Figure 1. Clock nets (run 1).
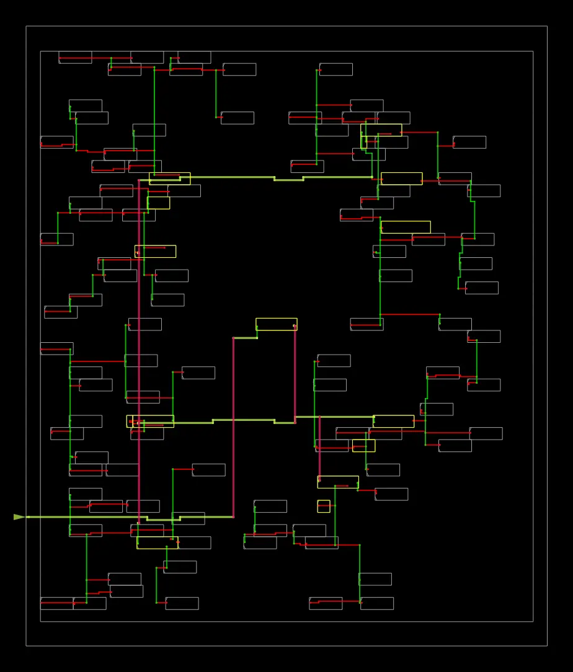
Figure 2. Clock network drawn from the DEF (run 1).
Scale bar: 20 um.
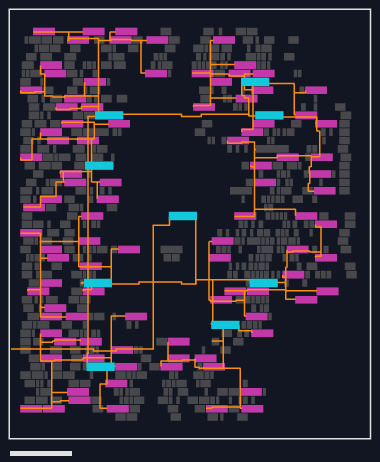
Figure 3. Routed metal per tile (run 1).
The die is cut into 23 by 28 equal tiles; dark blue is low, red is high, scaled to the fullest tile. Values are wire area over tile area, all layers added.
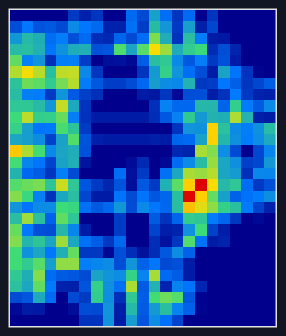
===== config.mk =====
export PLATFORM = sky130hd
export DESIGN_NAME = activation_scheduler_flat
export DESIGN_NICKNAME = d
export VERILOG_FILES = /design/src/rtl/activation_scheduler_if.sv /design/src/rtl/activation_scheduler.sv /design/src/flat_wrapper.sv
export SDC_FILE = /design/constraint.sdc
export NUM_CORES = 1
export LEC_CHECK = 0
export ABC_AREA = 1
export ABC_CLOCK_PERIOD_IN_PS = 2400
export CAP_MARGIN = 15
export CORE_ASPECT_RATIO = 1.2
export CORE_MARGIN = 3
export CORE_UTILIZATION = 25
export CTS_CLUSTER_DIAMETER = 100
export DETAILED_ROUTE_END_ITERATION = 6
export HOLD_SLACK_MARGIN = 0.08
export MAX_ROUTING_LAYER = met4
export PLACE_DENSITY = 0.59
export SLEW_MARGIN = 20
export SYNTH_ARGS = -nofsm -noshare
export SYNTH_HDL_FRONTEND = slang
export SYNTH_SLANG_ARGS = --single-unit

===== constraint.sdc =====
create_clock -name i_clk -period 2.4 [get_ports i_clk]
set_clock_uncertainty 0.15 [all_clocks]
set_input_delay 0.48 -clock i_clk [delete_from_list [all_inputs] [get_ports i_clk]]
set_output_delay 0.48 -clock i_clk [all_outputs]
set_load 0.03 [all_outputs]

===== src/rtl/activation_scheduler_if.sv =====
// Bundle between the membrane-potential stage, the activation unit and the readout.
// master = scheduler side, slave = surrounding datapath.
interface activation_scheduler_if #(
  parameter int DATA_WIDTH  = 16,
  parameter int TIMER_WIDTH = 5
);
  logic                          mp_valid;
  logic                          mp_ready;
  logic signed [DATA_WIDTH-1:0]  mp_0;
  logic signed [DATA_WIDTH-1:0]  mp_1;
  logic                          act_rstn;
  logic                          act_step;
  logic signed [DATA_WIDTH-1:0]  act_mp_0;
  logic signed [DATA_WIDTH-1:0]  act_mp_1;
  logic signed [DATA_WIDTH-1:0]  act_thr_0;
  logic signed [DATA_WIDTH-1:0]  act_thr_1;
  logic [TIMER_WIDTH-1:0]        act_spikes_0;
  logic [TIMER_WIDTH-1:0]        act_spikes_1;
  logic                          res_valid;
  logic                          res_ready;
  logic [TIMER_WIDTH-1:0]        res_spikes_0;
  logic [TIMER_WIDTH-1:0]        res_spikes_1;
  logic [TIMER_WIDTH-1:0]        res_steps;

  modport master (
    input  mp_valid, mp_0, mp_1, act_spikes_0, act_spikes_1, res_ready,
    output mp_ready, act_rstn, act_step, act_mp_0, act_mp_1, act_thr_0, act_thr_1,
           res_valid, res_spikes_0, res_spikes_1, res_steps
  );

  modport slave (
    output mp_valid, mp_0, mp_1, act_spikes_0, act_spikes_1, res_ready,
    input  mp_ready, act_rstn, act_step, act_mp_0, act_mp_1, act_thr_0, act_thr_1,
           res_valid, res_spikes_0, res_spikes_1, res_steps
  );
endinterface


===== src/rtl/activation_scheduler.sv =====
// Sequences one inference window (clear, N steps, settle, result) for a 2-lane spiking unit.
// Optional ACT_SCHED_EARLY_EXIT_EN stops the window once either lane reaches i_exit_count spikes.
module activation_scheduler #(
  parameter int DATA_WIDTH  = 16,
  parameter int TIMER_WIDTH = 5
) (
  input  logic                          i_clk,
  input  logic                          i_rst,
  input  logic                          i_start,
  input  logic [TIMER_WIDTH-1:0]        i_num_steps,
  input  logic signed [DATA_WIDTH-1:0]  i_thr_in_0,
  input  logic signed [DATA_WIDTH-1:0]  i_thr_in_1,
`ifdef ACT_SCHED_EARLY_EXIT_EN
  input  logic [TIMER_WIDTH-1:0]        i_exit_count,
`endif
  output logic                          o_busy,
  activation_scheduler_if.master        bus
);

  typedef enum logic [2:0] {S_IDLE, S_CLEAR, S_STEP, S_SETTLE, S_RESULT} state_t;

  state_t                       r_state;
  logic [TIMER_WIDTH-1:0]       r_num_steps;
  logic [TIMER_WIDTH-1:0]       r_cnt;
  logic                         r_settle;
  logic                         r_mp_ready;
  logic                         r_act_step;
  logic                         r_res_valid;
  logic                         r_busy;
  logic signed [DATA_WIDTH-1:0] r_act_mp_0;
  logic signed [DATA_WIDTH-1:0] r_act_mp_1;
  logic signed [DATA_WIDTH-1:0] r_thr_0;
  logic signed [DATA_WIDTH-1:0] r_thr_1;
  logic [TIMER_WIDTH-1:0]       r_res_spk_0;
  logic [TIMER_WIDTH-1:0]       r_res_spk_1;
  logic [TIMER_WIDTH-1:0]       r_res_steps;

  logic [TIMER_WIDTH-1:0]       w_cnt_inc;
  logic                         w_hs;
  logic                         w_last;
  logic                         w_exit;

  // r_mp_ready is only ever high in STEP, so it doubles as the state qualifier
  assign w_cnt_inc = r_cnt + TIMER_WIDTH'(1);
  assign w_hs      = bus.mp_valid & r_mp_ready;
  assign w_last    = w_hs && (w_cnt_inc == r_num_steps);

`ifdef ACT_SCHED_EARLY_EXIT_EN
  assign w_exit = (i_exit_count != '0) &&
                  ((bus.act_spikes_0 >= i_exit_count) || (bus.act_spikes_1 >= i_exit_count));
`else
  assign w_exit = 1'b0;
`endif

  always_ff @(posedge i_clk) begin
    if (i_rst) begin
      r_state     <= S_IDLE;
      r_num_steps <= '0;
      r_cnt       <= '0;
      r_settle    <= 1'b0;
      r_mp_ready  <= 1'b0;
      r_act_step  <= 1'b0;
      r_res_valid <= 1'b0;
      r_busy      <= 1'b0;
      r_act_mp_0  <= '0;
      r_act_mp_1  <= '0;
      r_thr_0     <= '0;
      r_thr_1     <= '0;
      r_res_spk_0 <= '0;
      r_res_spk_1 <= '0;
      r_res_steps <= '0;
    end else begin
      r_act_step <= 1'b0;
      r_act_mp_0 <= '0;
      r_act_mp_1 <= '0;
      case (r_state)
        S_IDLE: begin
          if (i_start) begin
            r_num_steps <= i_num_steps;
            r_thr_0     <= i_thr_in_0;
            r_thr_1     <= i_thr_in_1;
            r_cnt       <= '0;
            r_busy      <= 1'b1;
            r_state     <= S_CLEAR;
          end
        end
        S_CLEAR: begin
          if (r_num_steps == '0) begin
            r_state <= S_SETTLE;
          end else begin
            r_mp_ready <= 1'b1;
            r_state    <= S_STEP;
          end
        end
        S_STEP: begin
          if (w_hs) begin
            r_act_step <= 1'b1;
            r_act_mp_0 <= bus.mp_0;
            r_act_mp_1 <= bus.mp_1;
            r_cnt      <= w_cnt_inc;
          end
          if (w_last || w_exit) begin
            r_mp_ready <= 1'b0;
            r_state    <= S_SETTLE;
          end
        end
        S_SETTLE: begin
          // second cycle: the last step has landed in the element registers
          r_settle <= ~r_settle;
          if (r_settle) begin
            r_res_spk_0 <= bus.act_spikes_0;
            r_res_spk_1 <= bus.act_spikes_1;
            r_res_steps <= r_cnt;
            r_res_valid <= 1'b1;
            r_state     <= S_RESULT;
          end
        end
        S_RESULT: begin
          if (bus.res_ready) begin
            r_res_valid <= 1'b0;
            r_busy      <= 1'b0;
            r_state     <= S_IDLE;
          end
        end
        default: r_state <= S_IDLE;
      endcase
    end
  end

  assign bus.act_rstn     = ~i_rst & (r_state != S_CLEAR);
  assign bus.mp_ready     = r_mp_ready;
  assign bus.act_step     = r_act_step;
  assign bus.act_mp_0     = r_act_mp_0;
  assign bus.act_mp_1     = r_act_mp_1;
  assign bus.act_thr_0    = r_thr_0;
  assign bus.act_thr_1    = r_thr_1;
  assign bus.res_valid    = r_res_valid;
  assign bus.res_spikes_0 = r_res_spk_0;
  assign bus.res_spikes_1 = r_res_spk_1;
  assign bus.res_steps    = r_res_steps;
  assign o_busy           = r_busy;

endmodule


===== src/flat_wrapper.sv =====
// flat-port wrapper written by rule: the top's interface ports become plain ports
module activation_scheduler_flat 
#(
  parameter int DATA_WIDTH  = 16,
  parameter int TIMER_WIDTH = 5
)
  (i_clk, i_rst, i_start, i_num_steps, i_thr_in_0, i_thr_in_1, o_busy, bus_mp_valid, bus_mp_0, bus_mp_1, bus_act_spikes_0, bus_act_spikes_1, bus_res_ready, bus_mp_ready, bus_act_rstn, bus_act_step, bus_act_mp_0, bus_act_mp_1, bus_act_thr_0, bus_act_thr_1, bus_res_valid, bus_res_spikes_0, bus_res_spikes_1, bus_res_steps);
  activation_scheduler_if #(.DATA_WIDTH(DATA_WIDTH), .TIMER_WIDTH(TIMER_WIDTH)) bus_i ();
  input  logic i_clk;
  input  logic i_rst;
  input  logic i_start;
  input  logic [TIMER_WIDTH-1:0] i_num_steps;
  input  logic signed [DATA_WIDTH-1:0] i_thr_in_0;
  input  logic signed [DATA_WIDTH-1:0] i_thr_in_1;
  output logic o_busy;
  input wire logic [$bits(bus_i.mp_valid)-1:0] bus_mp_valid;
  input wire logic [$bits(bus_i.mp_0)-1:0] bus_mp_0;
  input wire logic [$bits(bus_i.mp_1)-1:0] bus_mp_1;
  input wire logic [$bits(bus_i.act_spikes_0)-1:0] bus_act_spikes_0;
  input wire logic [$bits(bus_i.act_spikes_1)-1:0] bus_act_spikes_1;
  input wire logic [$bits(bus_i.res_ready)-1:0] bus_res_ready;
  output wire logic [$bits(bus_i.mp_ready)-1:0] bus_mp_ready;
  output wire logic [$bits(bus_i.act_rstn)-1:0] bus_act_rstn;
  output wire logic [$bits(bus_i.act_step)-1:0] bus_act_step;
  output wire logic [$bits(bus_i.act_mp_0)-1:0] bus_act_mp_0;
  output wire logic [$bits(bus_i.act_mp_1)-1:0] bus_act_mp_1;
  output wire logic [$bits(bus_i.act_thr_0)-1:0] bus_act_thr_0;
  output wire logic [$bits(bus_i.act_thr_1)-1:0] bus_act_thr_1;
  output wire logic [$bits(bus_i.res_valid)-1:0] bus_res_valid;
  output wire logic [$bits(bus_i.res_spikes_0)-1:0] bus_res_spikes_0;
  output wire logic [$bits(bus_i.res_spikes_1)-1:0] bus_res_spikes_1;
  output wire logic [$bits(bus_i.res_steps)-1:0] bus_res_steps;
  assign bus_i.mp_valid = bus_mp_valid;
  assign bus_i.mp_0 = bus_mp_0;
  assign bus_i.mp_1 = bus_mp_1;
  assign bus_i.act_spikes_0 = bus_act_spikes_0;
  assign bus_i.act_spikes_1 = bus_act_spikes_1;
  assign bus_i.res_ready = bus_res_ready;
  assign bus_mp_ready = bus_i.mp_ready;
  assign bus_act_rstn = bus_i.act_rstn;
  assign bus_act_step = bus_i.act_step;
  assign bus_act_mp_0 = bus_i.act_mp_0;
  assign bus_act_mp_1 = bus_i.act_mp_1;
  assign bus_act_thr_0 = bus_i.act_thr_0;
  assign bus_act_thr_1 = bus_i.act_thr_1;
  assign bus_res_valid = bus_i.res_valid;
  assign bus_res_spikes_0 = bus_i.res_spikes_0;
  assign bus_res_spikes_1 = bus_i.res_spikes_1;
  assign bus_res_steps = bus_i.res_steps;
  activation_scheduler #(.DATA_WIDTH(DATA_WIDTH), .TIMER_WIDTH(TIMER_WIDTH)) u_core (.i_clk(i_clk), .i_rst(i_rst), .i_start(i_start), .i_num_steps(i_num_steps), .i_thr_in_0(i_thr_in_0), .i_thr_in_1(i_thr_in_1), .o_busy(o_busy), .bus(bus_i));
endmodule

==> impl_metrics.yaml, run 1 <==
# yosys + openroad results
sta:
  rsz0062_at_grt: "false"
  setup-tns-final_ps: 0
  whs_ps: 314
  worst_pin_slew_ps: 840
synthesis:
  async_flop_share: 0
  synth.logic.top_family: "simple AND/OR/NAND/NOR gates"
  ys_sh_adder: 0.00340
  syn_inst: 435
  synth.avg_cell_area_sq_um: 8.46
  edf_count: 0
  ys_sh_simple: 0.266
  syn_area_sq_um: 3680
  synthMuxAreaShare: 0
cells_and_area:
  lay_top_count: "clkdlybuf4s50_1"
  drive_gt1_frac: 0.103
  syn_to_final_growth_pct: 57.3
  n_fill_cell: 1409
setup_path:
  cpMaxStageDelayCell: "dfxtp_1"
  end_kind: "output pin"
  r2r-start: "u_core.r_state[2]"
  crit_type: "reg -> out"
  critical_path_arrival_ps: 1510
worst_hold_path:
  worstHoldStart: "u_core.bus.act_thr_0[9]"
  min_to: "u_core.bus.act_thr_0[9]"
  hold_path_depth: 2
floorplan:
  core_sq_um: 14100
  die_x_um: 117
global_route:
  track_usage: 0.138
  antenna_found_initial: 0
flow_run:
  cap_violations: 0
  openroad.warnings: 26
routing:
  drc: 0
  first_pass_iters: 4
power_and_ir_drop:
  vdd_drop_max_mv: 0.304
  power_leakage_nw: 2.23
run_status:
  outcome: "completed"
clock_network:
  postCtsSetupBuffers: 0
  cts_htree_levels: 3
About Figure 1:
FFs & Latches: 97
cts bufs inserted: 9
# clk buffers: 13
# clock sinks: 97
Clk. pwr: 0.00145 W

About Figure 2:
[orange] clock wires | length: 1300 um
[magenta] flip-flops | count: 97
[cyan] cells driving clock nets | count: 9
routed clock nets: 10

About Figure 3:
mean over tiles: 0.11
emptiest ninth of the die: lower right
nearly empty tiles: 23%
tiles over half the peak: 11%

-- run 1: how the worst max path moves through the flow --
stage                              end         startpoint  cells after the start  slack (ps)
6_report                  bus_act_rstn  u_core.r_state[2]                      5         260
5_1_grt                   bus_act_rstn  u_core.r_state[0]                      6         100
4_1_cts                   bus_act_rstn  u_core.r_state[2]                      5         220
3_5_place_dp    u_core.bus.act_mp_1[6]       bus_mp_valid                      7         130
3_3_place_gp   u_core.bus.act_mp_1[15]       bus_mp_valid                      7         170
2_1_floorplan             bus_act_rstn              i_rst                      5         570
-- run 1: cell usage after synthesis (2+ instances only) --
library cell  number  area share
nand2_1          116        0.12
dfxtp_1           97        0.53
a21oi_1           63       0.086
inv_1             53       0.054
nor2_4            31       0.095
o21ai_0           13       0.018
nand3_1           12       0.016
nor2_1             9      0.0092
buf_2              7      0.0095
clkbuf_1           7      0.0071
nand4_1            5      0.0085
buf_1              4      0.0041
buf_12             3       0.016
nor3_1             3      0.0041
inv_2              2      0.0020
inv_4              2      0.0034
nor3_2             2      0.0054
o21ai_1            2      0.0027
-- run 1: what timing repair did --
item,4_1_cts,5_1_grt
gates resized,2,0
hold buffers,0,0
endpoints found under the setup margin,1,0
-- run 1: metrics by stage --
step | setup slack (ps) | instances
after floorplan | 567 | 435
after global placement | 171 | 759
after detailed placement | 133 | 759
after CTS | 223 | 774
after global routing | 99.7 | 774
final | 258 | 774
-- run 1: cell type report --
type	instances	area, sq um	share of cell area
flip-flops and latches	97	1940	0.335
repair buffers	174	1730	0.299
multi-input cells	260	1390	0.240
clock buffers	13	260	0.0449
inverters	57	219	0.0378
well taps	171	214	0.0369
clock inverters	2	37.5	0.00648
-- run 1: sequential cells by signal, indices dropped and copies added, names as in the netlist --
| signal | flops |
|---|---|
| u_core.bus.act_mp_0 | 16 |
| u_core.bus.act_mp_1 | 16 |
| u_core.bus.act_step | 1 |
| u_core.bus.act_thr_0 | 16 |
| u_core.bus.act_thr_1 | 16 |
| u_core.bus.mp_ready | 1 |
| u_core.bus.res_spikes_0 | 5 |
| u_core.bus.res_spikes_1 | 5 |
| u_core.bus.res_steps | 5 |
| u_core.bus.res_valid | 1 |
| u_core.o_busy | 1 |
| u_core.r_cnt | 5 |
| u_core.r_num_steps | 5 |
| u_core.r_settle | 1 |
| u_core.r_state | 3 |
-- run 1: critical path: cells and delay by family (launching register included) --
kind,cells,cell delay (ps)
buffers and inverters,3,470
flip-flops,1,370
AND/OR/NAND/NOR,2,340
-- run 1: logic make-up (layout without fill, tap and decap cells) --
logic type,Yosys count,count (layout)
fa+ha+maj,1,1
compound gates,78,78
simple gates,181,181
flops,97,97
buf+inv,78,246
-- run 1: where the power goes --
group	leakage (nW)	internal, W	switching [W]
Sequential	0.788	0.00177	0.0000982
Combinational	1.30	0.000532	0.000792
Clock	0.142	0.000860	0.000589
Total	2.23	0.00316	0.00148
-- run 1: routing by layer --
metal,global-route usage,routed length [um]
met4,0.0483,191
met2,0.213,4900
met1,0.164,4560
met3,0.0533,878
met5,-,0
==> run 1 -> run 2 <==
CORE_ASPECT_RATIO = 1.25   (was 1.2)
==> impl_metrics.yaml, run 2 <==
# yosys + openroad results
run_status:
  outcome: "completed"
power_and_ir_drop:
  powerDensity_nw_per_um2: 786
  power_frac_clock: 0.303
  switching_share: 0.332
  vdd_drop_max_mv: 0.393
  internal-power_w: 0.00303
  power_leakage_nw: 2.21
  pwr-share-comb: 0.286
  p_sw_w: 0.00151
  pwr-share-seq: 0.411
clock_network:
  cts_sinks: 97
  hold_buffers: 0
  clockBufferDepth: 2
  cts-root-buf: "clkbuf_16"
  cts_htree_levels: 3
  cts_resized: 2
  postCtsSetupBuffers: 0
  cts_tree: "done"
  numCtsBuffers: 9
sta:
  setup-tns-final_ps: 0
  post-route-period-util: 0.902
  rsz0062_at_grt: "false"
  slew_headroom: 0.447
  setup_viol: 0
  fmax_mhz: 462
  worst_pin_slew_ps: 830
setup_path:
  cp-startpoint: "u_core.r_state[0]"
  r2r_cells: 12
  r2r-start: "u_core.r_cnt[1]"
  rrSetupSlack_ps: 560
  endpoint: "bus_act_rstn"
  cpMaxStageDelayCell: "dfxtp_1"
  end_kind: "output pin"
  crit_type: "reg -> out"
  worstSetupStartpointType: "flip-flop"
  slowest_delay_ps: 380
  critical_path_arrival_ps: 1530
  required_ps: 1770
  cp_max_fo: 3
synthesis:
  top_area_cell: "dfxtp_1"
  synthMuxAreaShare: 0
  ys_types: 22
  yosys-stat-area_sq_um: 3680
  top_cells_by_count: "116 x nand2_1, 97 x dfxtp_1, 63 x a21oi_1"
  synth_top_area_share: 0.528
  synth.logic.top_family: "simple AND/OR/NAND/NOR gates"
  yosys-top-cells-area: "dfxtp_1 53%, nand2_1 12%, nor2_4 9.5%"
  fp_nets: 520
  synth.most_common_cell: "nand2_1"
  syn_area_sq_um: 3680
  ys_ff: 97
  yosysWarnings: 0
  synth.avg_cell_area_sq_um: 8.46
  ys_sh_simple: 0.266
  yosysCellCount: 435
  async_flop_share: 0
  syn_inst: 435
  edf_count: 0
  ys_sh_adder: 0.00340
routing:
  routed_wl_mm: 10.2
  drt-vias-per-instance: 4.28
  drc: 0
  wl_per_cell_um: 13.1
  first_pass_iters: 4
  vias: 3328
cells_and_area:
  drive_gt1_frac: 0.106
  n_fill_cell: 1440
  syn_to_final_growth_pct: 56.7
  fin_util: 0.409
  n_antenna_cell: 0
  lay_top_count: "clkdlybuf4s50_1"
global_route:
  grt_pass1_wl_mm: 16.4
  track_usage: 0.131
  grt_start_max_net_pins: 55
  antenna_found_initial: 0
flow_run:
  openroad.warnings: 26
  cap_violations: 0
floorplan:
  die_area_sq_um: 16200
  core_sq_um: 14100
  die_h_um: 142
  rows: 48
  die_x_um: 115
place:
  hpwl_mm: 7.81
  port_buffers: 167
worst_hold_path:
  hold_path_class: "in -> reg"
run 2: cell counts after synthesis:
No cell type changed its count.
run 2: cells by family (layout without fill, tap and decap cells):
family,after synthesis,count (layout)
flops,97,97
simple gates,181,181
buf+inv,78,246
fa+ha+maj,1,1
compound gates,78,78
run 2: worst min-delay path by stage:
stage | from | end | slack, ps | cells past startpoint
3_3_place_gp | u_core.bus.act_thr_0[5] | u_core.bus.act_thr_0[5] | 300 | 2
2_1_floorplan | u_core.r_num_steps[3] | u_core.r_num_steps[3] | 310 | 2
5_1_grt | i_rst | u_core.bus.act_step | 270 | 2
3_5_place_dp | u_core.bus.res_steps[1] | u_core.bus.res_steps[1] | 300 | 2
4_1_cts | i_rst | u_core.bus.act_step | 260 | 2
6_report | i_rst | u_core.bus.act_step | 270 | 2
run 2: routing by layer:
metal  vias to the layer above  GRT usage  wire (um)
met3                        10     0.0508        986
met5                         -          -          0
met2                       137      0.213       4930
met4                         0     0.0444        140
met1                      1508      0.147       4110
li1                       1673          -          -
run 2: through the flow:
| step | hold slack, ps | setup slack (ps) | cells | total power, W | cell area [sq um] |
|---|---|---|---|---|---|
| 6_report | 269 | 236 | 778 | 0.00453 | 5770 |
| 2_1_floorplan | 307 | 567 | 435 | 0.00267 | 3680 |
| 3_5_place_dp | 305 | 136 | 762 | 0.00321 | 5480 |
| 4_1_cts | 260 | 212 | 778 | 0.00462 | 5770 |
| 5_1_grt | 265 | 109 | 778 | 0.00480 | 5770 |
| 3_3_place_gp | 301 | 179 | 762 | 0.00319 | 5480 |
run 2: power by group through the flow:
stage	sequential, W	clock, W	combinational [W]
floorplan	0.00211	0	0.000551
finish	0.00186	0.00137	0.00130
global route	0.00188	0.00150	0.00142
detailed placement	0.00190	0	0.00132
CTS	0.00186	0.00143	0.00132
global placement	0.00189	0	0.00130
run 2: layout make-up:
type	count	area [sq um]	area share
Multi-Input combinational cell	260	1390	0.241
Clock buffer	10	239	0.0414
Sequential cell	97	1940	0.337
Inverter	57	219	0.0380
Tap cell	175	219	0.0380
Clock inverter	6	50.0	0.00868
Timing Repair Buffer	173	1710	0.297
run 2: critical path: cells and delay by family, from the launching register on:
family / cells / cell delay, ps
and+or+nand+nor: 2 / 270
buffers and inverters: 4 / 560
DFF: 1 / 380
Figure 4. Clock nets (run 2).
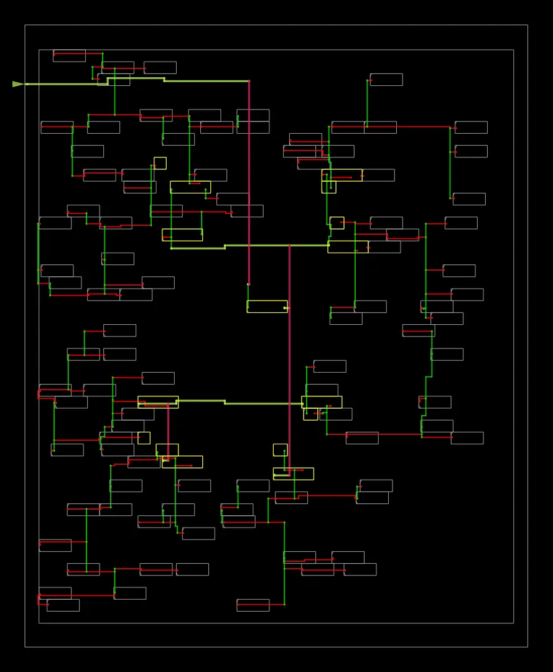
clk_lat worst skew: 330 ps
Clk. pwr: 0.00137 W
# clk buffers: 10

Figure 5. Clock network drawn from the DEF (run 2).
Scale bar: 20 um.
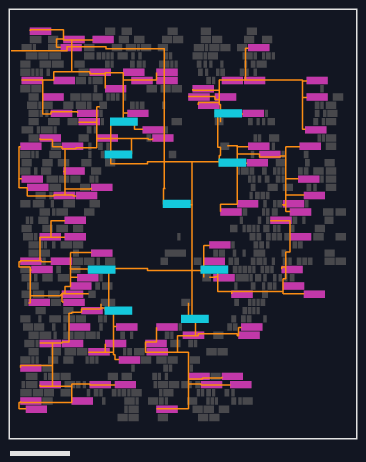
[magenta] flip-flops | count: 97
[orange] clock wires | length: 1240 um
[cyan] cells driving clock nets | count: 9
routed clock nets: 10

==> run 2 -> run 3 <==
REMOVE_ABC_BUFFERS = 1   (was default)
==> impl_metrics.yaml, run 3 <==
# yosys + openroad results
setup_path:
  cpLargestDelayFamily: "buffers and inverters"
  critical_path_arrival_ps: 1540
place:
  port_buffers: 167
  placed_cells: 761
cells_and_area:
  syn_to_final_growth_pct: 57.2
  lay_top_count: "clkdlybuf4s50_1"
sta:
  setup-tns-final_ps: 0
  rsz0062_at_grt: "false"
  slew_headroom: 0.439
  worst_pin_slew_ps: 842
  fmax_mhz: 461
  post-route-period-util: 0.905
  setup_viol: 0
clock_network:
  cts-root-buf: "clkbuf_16"
  clockBufferDepth: 2
  cts_sinks: 97
  hold_buffers: 0
routing:
  routed_wl_mm: 10.1
  vias: 3309
  drc: 0
  first_pass_iters: 5
  wl_per_cell_um: 13.0
  drt-vias-per-instance: 4.26
global_route:
  track_usage: 0.131
  grt_start_max_net_pins: 55
  antenna_found_initial: 0
run_status:
  outcome: "completed"
flow_run:
  cap_violations: 0
power_and_ir_drop:
  vdd_drop_max_mv: 0.372
  powerDensity_nw_per_um2: 800
  power_leakage_nw: 2.22
synthesis:
  async_flop_share: 0
  yosysCellCount: 435
  ys_ff: 97
  edf_count: 0
floorplan:
  die_area_sq_um: 16200
  core_sq_um: 14100
[run 3: cell counts after synthesis]
Identical to the previous run, type by type.
[run 3: timing repair]
item | CTS | global route
hold endpoints to repair | 0 | 0
resized | 2 | 0
endpoints found under the setup margin | 1 | 0
[run 3: cell type report]
class                   count  area, sq um
clock buffers              10          229
clock inverters             6         75.1
fillers                  1399         8330
inverters                  57          219
multi-input cells         260         1390
flip-flops and latches     97         1940
well taps                 175          219
repair buffers            172         1720
[run 3: metal layers]
layer / routed length, um / up-vias / GRT usage
met4: 200 / 0 / 0.0550
met1: 4160 / 1469 / 0.143
met2: 4540 / 153 / 0.203
met5: 0 / - / -
met3: 1210 / 15 / 0.0627
li1: - / 1672 / -
[run 3: path summary, 6_finish.rpt]
kind                           startpoint                      end  slack (ps)  depth (start not counted)
setup reg to reg        u_core.r_state[2]   u_core.bus.act_mp_1[6]         540                          7
hold / removal                      i_rst      u_core.bus.act_step         270                          2
setup / recovery        u_core.r_state[2]             bus_act_rstn         230                          5
hold reg to reg   u_core.bus.act_thr_1[1]  u_core.bus.act_thr_1[1]         310                          2
[run 3: report_power, final]
part | internal (W) | total [W] | switching (W) | leakage [nW]
combinational | 0.000522 | 0.00131 | 0.000790 | 1.29
clock | 0.000823 | 0.00146 | 0.000635 | 0.145
sequential | 0.00177 | 0.00186 | 0.0000889 | 0.788
total | 0.00312 | 0.00463 | 0.00151 | 2.22
[run 3: logic make-up (layout without fill, tap and decap cells)]
logic type,Yosys count,count (layout),synth area share
flip-flops,97,97,0.528
buffers and inverters,78,245,0.0965
AND/OR/NAND/NOR,181,181,0.266
AND-OR/OR-AND,78,78,0.106
adder cells (fa/ha/maj),1,1,0.00340
[run 3: stage by stage]
| stage | setup WS [ps] | total power, W |
|---|---|---|
| floorplan | 297 | 0.00262 |
| global placement | 177 | 0.00320 |
| detailed placement | 136 | 0.00323 |
| CTS | 209 | 0.00471 |
| global route | 120 | 0.00490 |
| finish | 229 | 0.00463 |
Figure 6. Routed metal per tile (run 3).
The die is cut into 23 by 28 equal tiles; dark blue is low, red is high, scaled to the fullest tile. Values are wire area over tile area, all layers added.
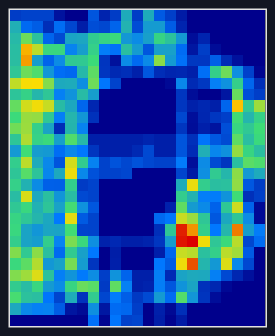
fullest tile: 0.43
emptiest ninth of the die: center
tiles over half the peak: 12%
mean over tiles: 0.11
nearly empty tiles: 22%

Figure 7. Placed cells, one color a class (run 3).
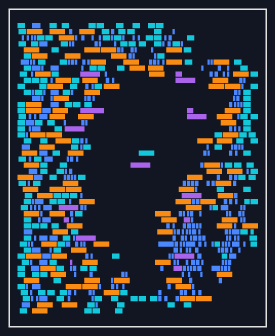
[orange] flops | cells: 97
[cyan] other buffers and delay cells | cells: 172
[blue] all other logic | cells: 317
[purple] clock drivers and dummy loads | cells: 16

Power figures rest on the tool's default switching activity, not on a simulated workload.
